Fig. 1: placed standard cells
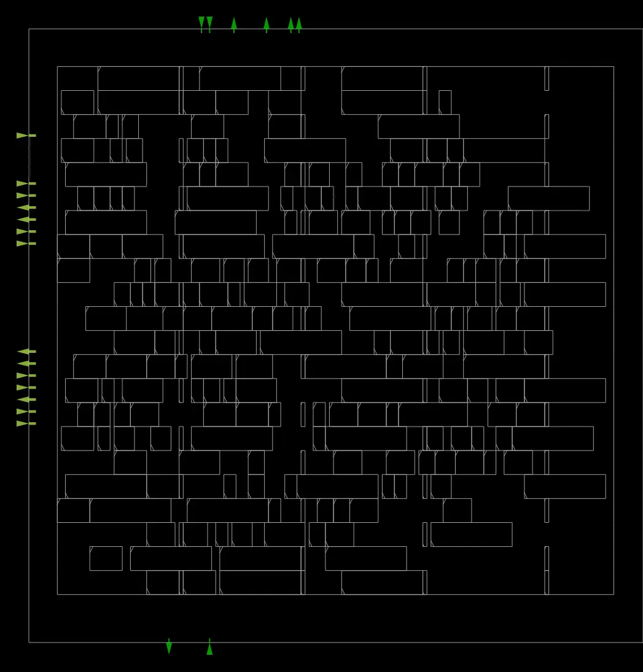
Fig. 2: a small window of the routed layout
Region (15, 15) to (55, 55) um. Cells in grey, sequential cells in the stronger grey; small squares are vias.
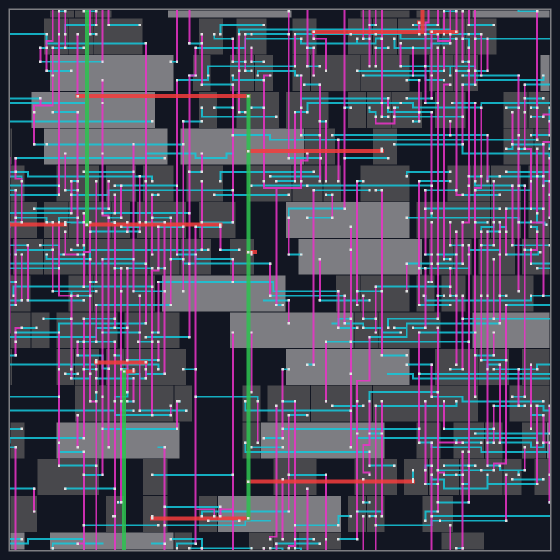
Fig. 3: pin map
Scale: 6 px per um. Pins as bars across the die edge, other pins in grey.
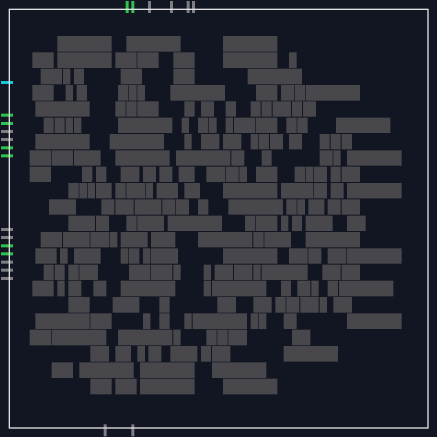
Fig. 4: the metal 2 layer
Scale: 6 px per um. Cells faint in the background.
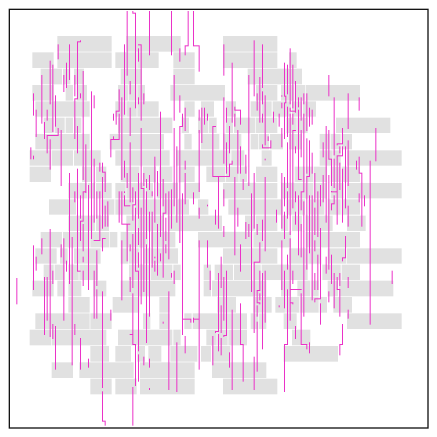
Fig. 5: metal layers overlaid
Scale: 6 px per um. Two of the layers only.
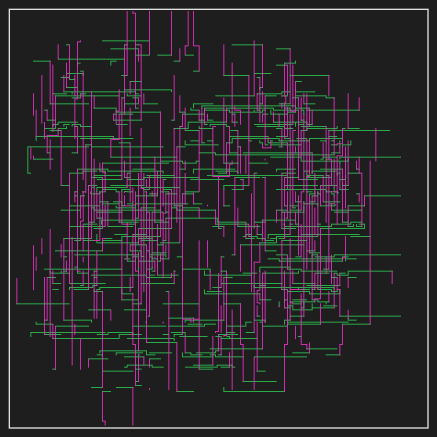
### src/rtl/led_controller.sv
// Purpose: shared blink timebase, power-on lamp-test walk and LED output mux
//          (driver pass-through / lamp test / identify blink) for all ports.
// Ports:   clk, rst (async, active-high); drv_led[2*NUM_PORTS] from per-port
//          drivers; identify (level); lamp_test_req (pulse); blink (timebase
//          to drivers); led[2*NUM_PORTS] to pins; lamp_test_active.
module led_controller #(
    parameter int NUM_PORTS = 4,
    parameter int BLINK_DIV = 25000000
) (
    input  logic                   clk,
    input  logic                   rst,
    input  logic [2*NUM_PORTS-1:0] drv_led,
    input  logic                   identify,
    input  logic                   lamp_test_req,
    output logic                   blink,
    output logic [2*NUM_PORTS-1:0] led,
    output logic                   lamp_test_active
);

    localparam int CNT_W  = $clog2(BLINK_DIV);
    localparam int STEP_W = (NUM_PORTS > 1) ? $clog2(NUM_PORTS) : 1;
    localparam int LED_W  = 2 * NUM_PORTS;

    localparam logic [CNT_W-1:0]  CNT_LAST  = CNT_W'(BLINK_DIV - 1);
    localparam logic [STEP_W-1:0] STEP_LAST = STEP_W'(NUM_PORTS - 1);

    typedef enum logic [1:0] {
        ST_LAMP_TEST = 2'd0,
        ST_NORMAL    = 2'd1,
        ST_IDENTIFY  = 2'd2
    } state_t;

    logic [CNT_W-1:0]  r_cnt;
    logic              r_blink;
    logic [LED_W-1:0]  r_led;
    state_t            r_state;
    logic [STEP_W-1:0] r_step;

    logic              w_tick;
    state_t            w_state_nxt;
    logic [STEP_W-1:0] w_step_nxt;
    logic [LED_W-1:0]  w_led_nxt;
    logic              w_lamp_active;

    // ------------------------------------------------------------------
    // Prescaler: free-running in every state, untouched by lamp_test_req
    // so the blink cadence seen by the drivers never jitters.
    // ------------------------------------------------------------------
    assign w_tick = (r_cnt == CNT_LAST);

    always_ff @(posedge clk or posedge rst) begin
        if (rst) begin
            r_cnt   <= '0;
            r_blink <= 1'b0;
        end else if (w_tick) begin
            r_cnt   <= '0;
            r_blink <= ~r_blink;
        end else begin
            r_cnt   <= r_cnt + CNT_W'(1);
        end
    end

    // ------------------------------------------------------------------
    // FSM: state register
    // ------------------------------------------------------------------
    always_ff @(posedge clk or posedge rst) begin
        if (rst) begin
            r_state <= ST_LAMP_TEST;
            r_step  <= '0;
        end else begin
            r_state <= w_state_nxt;
            r_step  <= w_step_nxt;
        end
    end

    // ------------------------------------------------------------------
    // FSM: next-state logic
    // ------------------------------------------------------------------
    always_comb begin
        w_state_nxt = r_state;
        w_step_nxt  = r_step;
        case (r_state)
            ST_LAMP_TEST: begin
                // A new request restarts the walk; the walk advances only on
                // prescaler ticks, so a mid-period restart shortens slot 0.
                if (lamp_test_req) begin
                    w_step_nxt = '0;
                end else if (w_tick) begin
                    if (r_step == STEP_LAST) begin
                        w_state_nxt = ST_NORMAL;
                        w_step_nxt  = '0;
                    end else begin
                        w_step_nxt = r_step + STEP_W'(1);
                    end
                end
            end
            ST_NORMAL: begin
                if (lamp_test_req) begin
                    w_state_nxt = ST_LAMP_TEST;
                    w_step_nxt  = '0;
                end else if (identify) begin
                    w_state_nxt = ST_IDENTIFY;
                end
            end
            ST_IDENTIFY: begin
                if (lamp_test_req) begin
                    w_state_nxt = ST_LAMP_TEST;
                    w_step_nxt  = '0;
                end else if (!identify) begin
                    w_state_nxt = ST_NORMAL;
                end
            end
            default: begin
                w_state_nxt = ST_LAMP_TEST;
                w_step_nxt  = '0;
            end
        endcase
    end

    // ------------------------------------------------------------------
    // FSM: outputs. The LED pattern is built from the current (pre-edge)
    // state/step/blink and registered, giving one cycle of latency.
    // ------------------------------------------------------------------
    always_comb begin
        w_led_nxt     = '0;
        w_lamp_active = (r_state == ST_LAMP_TEST);
        case (r_state)
            ST_LAMP_TEST: begin
                for (int p = 0; p < NUM_PORTS; p++) begin
                    w_led_nxt[2*p +: 2] = (r_step == STEP_W'(p)) ? 2'b11 : 2'b00;
                end
            end
            ST_NORMAL:   w_led_nxt = drv_led;
            ST_IDENTIFY: w_led_nxt = {LED_W{r_blink}};
            default:     w_led_nxt = '0;
        endcase
    end

    always_ff @(posedge clk or posedge rst) begin
        if (rst) begin
            r_led <= '0;
        end else begin
            r_led <= w_led_nxt;
        end
    end

    assign blink            = r_blink;
    assign led              = r_led;
    assign lamp_test_active = w_lamp_active;

endmodule

### config.mk
export PLATFORM = sky130hd
export DESIGN_NAME = led_controller
export DESIGN_NICKNAME = d
export VERILOG_FILES = /design/src/rtl/led_controller.sv
export SDC_FILE = /design/constraint.sdc
export NUM_CORES = 1
export LEC_CHECK = 0
export ABC_CLOCK_PERIOD_IN_PS = 3000
export CAP_MARGIN = 25
export CORE_MARGIN = 3
export CORE_UTILIZATION = 50
export CTS_BUF_LIST = sky130_fd_sc_hd__clkbuf_2
export CTS_CLUSTER_DIAMETER = 30
export DETAILED_ROUTE_END_ITERATION = 12
export PLACE_DENSITY = 0.72
export SLEW_MARGIN = 30
export SYNTH_ARGS = -nofsm -noshare
export SYNTH_HDL_FRONTEND = slang
export SYNTH_SLANG_ARGS = --single-unit
### constraint.sdc
create_clock -name clk -period 3 [get_ports clk]
set_input_delay 0.6 -clock clk [delete_from_list [all_inputs] [get_ports clk]]
set_output_delay 0.6 -clock clk [all_outputs]
set_load 0.05 [all_outputs]
==> CHANGELOG.md <==
## Flow update

- Worst setup SP type: flop
- Dominant kind of combinational cell: simple AND/OR/NAND/NOR gates
- Seq Cell Count: 38
- Critical Path, Cell by Cell: inv_1 -> ha_1 -> dlymetal6s2s_1
- Antenna violations before repair: 0
- Hold-fix buffers, CTS: 0
- Synth top cell by count: dfrtp_1
- Number of cells in Yosys stat: 199
- Reg power frac: 67.0%
- Crit path required time: 2.40 ns
- Net Sw Frac: between 20% and 30%
- Share of cells above drive strength 1: 7.24%
- Critical path buffers and inverters: 2
- Hold Crit Endpoint: r_cnt[0]$_DFF_PP0_
- Seq/Total Area, Yosys: between 40% and 50%
- Clock Power: 0.000225 W
- Met2 WL post-DR: 2.02 mm
- Syn Area/Cell: between 10 and 15 sq um
- Power Density: 333 nW/um^2
- Setup-failing EPs final: 0
- EDFF count, synth: 0
- Hold slack final: between 0.4 and 0.5 ns
- Metal-1 WL: between 1.5 and 2 mm
- Synth Area in Compound Gates: just over 9%
- Max Freq: 400 MHz
- Synth mux share: 3.97%
- Synth top area share: 47.1%
- CTS tree: built
- Fp util: 53.6%
- Vias per inst: 5.60
- Pre-CTS setup slack: 0.574 ns
- Async S/R FF share, synth: 100%
- Hold Path Origin: r_cnt[0]$_DFF_PP0_
- Comb power: roughly 0.000028 W
- Number of global-route vias before repair: 1569
- Logic gate share of total power: 3.7%
- Top sig layer: met4
- Clock-pin transition on the worst setup and hold timing paths: 0.18 ns
- Max reg flops: 25
- Met3 GRT Util: between 6 and 7%
- Postcts setup bufs: 0
- Fin worst setup slack: 0.498 ns
- Total gr overflow: 0
- Post_cts resized: 0
- Comb area: 990 sq um
- WP depth: 3
- Clock share of power: a little under 30%
- Mapped Area: between 2000 and 2500 sq um
- R2R depth: 5
- Synthesized Nets: 220
- Max stage delay on crit path: 0.49 ns
- Slew of the pin with the lowest slew margin: 0.520 ns
- Setup crit start: r_state[1]$_DFFE_PP0P_
- Gate count of the mapped netlist: a little under 200
- Number of logic gates: roughly 140
- ClkCell Share: between 1.5 and 2%
- Signal inverters: 8
- GRT Max-Usage Layer: met2
- Slew HR: around 65%
- Hpwl dp: approximately 2.9 mm
- Largest Register: r_cnt
- Most numerous logic cell after layout: dfrtp_1
- # Max-Cap Violations: 0
- Yosys simple share: 23.7%
- Distinct cells, synth: 40
- Final Max Slew Viols: 0
- Number of top-level pins: 22
- Signal buffers: 23
- Yosys warning tally: 0
- Cts bufs inserted: 5
- Final hold vios: 0
- Initial DRC Count: 97
- Sequential cell area: 951 sq um
- Final RePlAce weighted congestion: around 0.88
- Routed Antenna Nets: 0
- Pin count of the biggest net entering global routing: 39
- Main power group: registers
- Worst reg2reg path endpoint: r_state[1]$_DFFE_PP0P_
- Synth flops: 38
- Tcrit/Tclk final: 83.4%
- Status: finished, final reports clean
- Cell area leaders: dfrtp_1, ha_1, mux2i_1
- Setup_tns: 0 ns
- Max FO, Critical Path: 13
- Worst EP arrival: 1.90 ns
- Drt first pass iters: 4
- CTS max path bufs: 2
- CORE AREA: between 3000 and 4000 sq um
- M1 GR Usage: between 20% and 30%
- Xor/xnor share of the synthesized area: 6.51%
- Nets@finish: 241
- CP endpoint kind: output port
- Hold depth: 1
- Top cell type by total area after synthesis: dfrtp_1
- Pleak: ~1.0 nW
- Skew final: 0.0143 ns
- Fillers: 313
- TritonCTS Sinks: 38
Notes on Fig. 1 above:
Seq area share: 41.4%
Layout Cells excl Fill: 269
Well Taps: 48

Notes on Fig. 2 above:
| layer | colour |
|---|---|
| met3 | red |
| met1 | cyan |
| met2 | magenta |
| met4 | green |
sequential cells in the window: 13
cells with their middle in the window: 126
netlist names of flops here include: r_cnt (9), r_step (2)
most frequent: dfrtp_1 (13), nor2_1 (9), nand2_1 (9)

Notes on Fig. 3 above:
| port | colour | pins | direction | edge |
|---|---|---|---|---|
| drv_led | green | 8 | input | 6 left, 2 top |
| clk | cyan | 1 | input | left |
Die X: 69.6 um
port bufs: 21
Die Y: 69.6 um

Notes on Fig. 4 above:
longest straight run: 27.2 um
main direction: vertical
met2 Use GR: 30.4%
DRT Wirelength: 3.97 mm
DR vias: 1506

Notes on Fig. 5 above:
| layer | colour | wire length |
|---|---|---|
| met2 | magenta | 2020 um |
| met1 | green | 1720 um |
Tot GR Track Use: 18.2%
wire per inst: 14.8 um

Power is estimated from default activity; no workload was simulated.
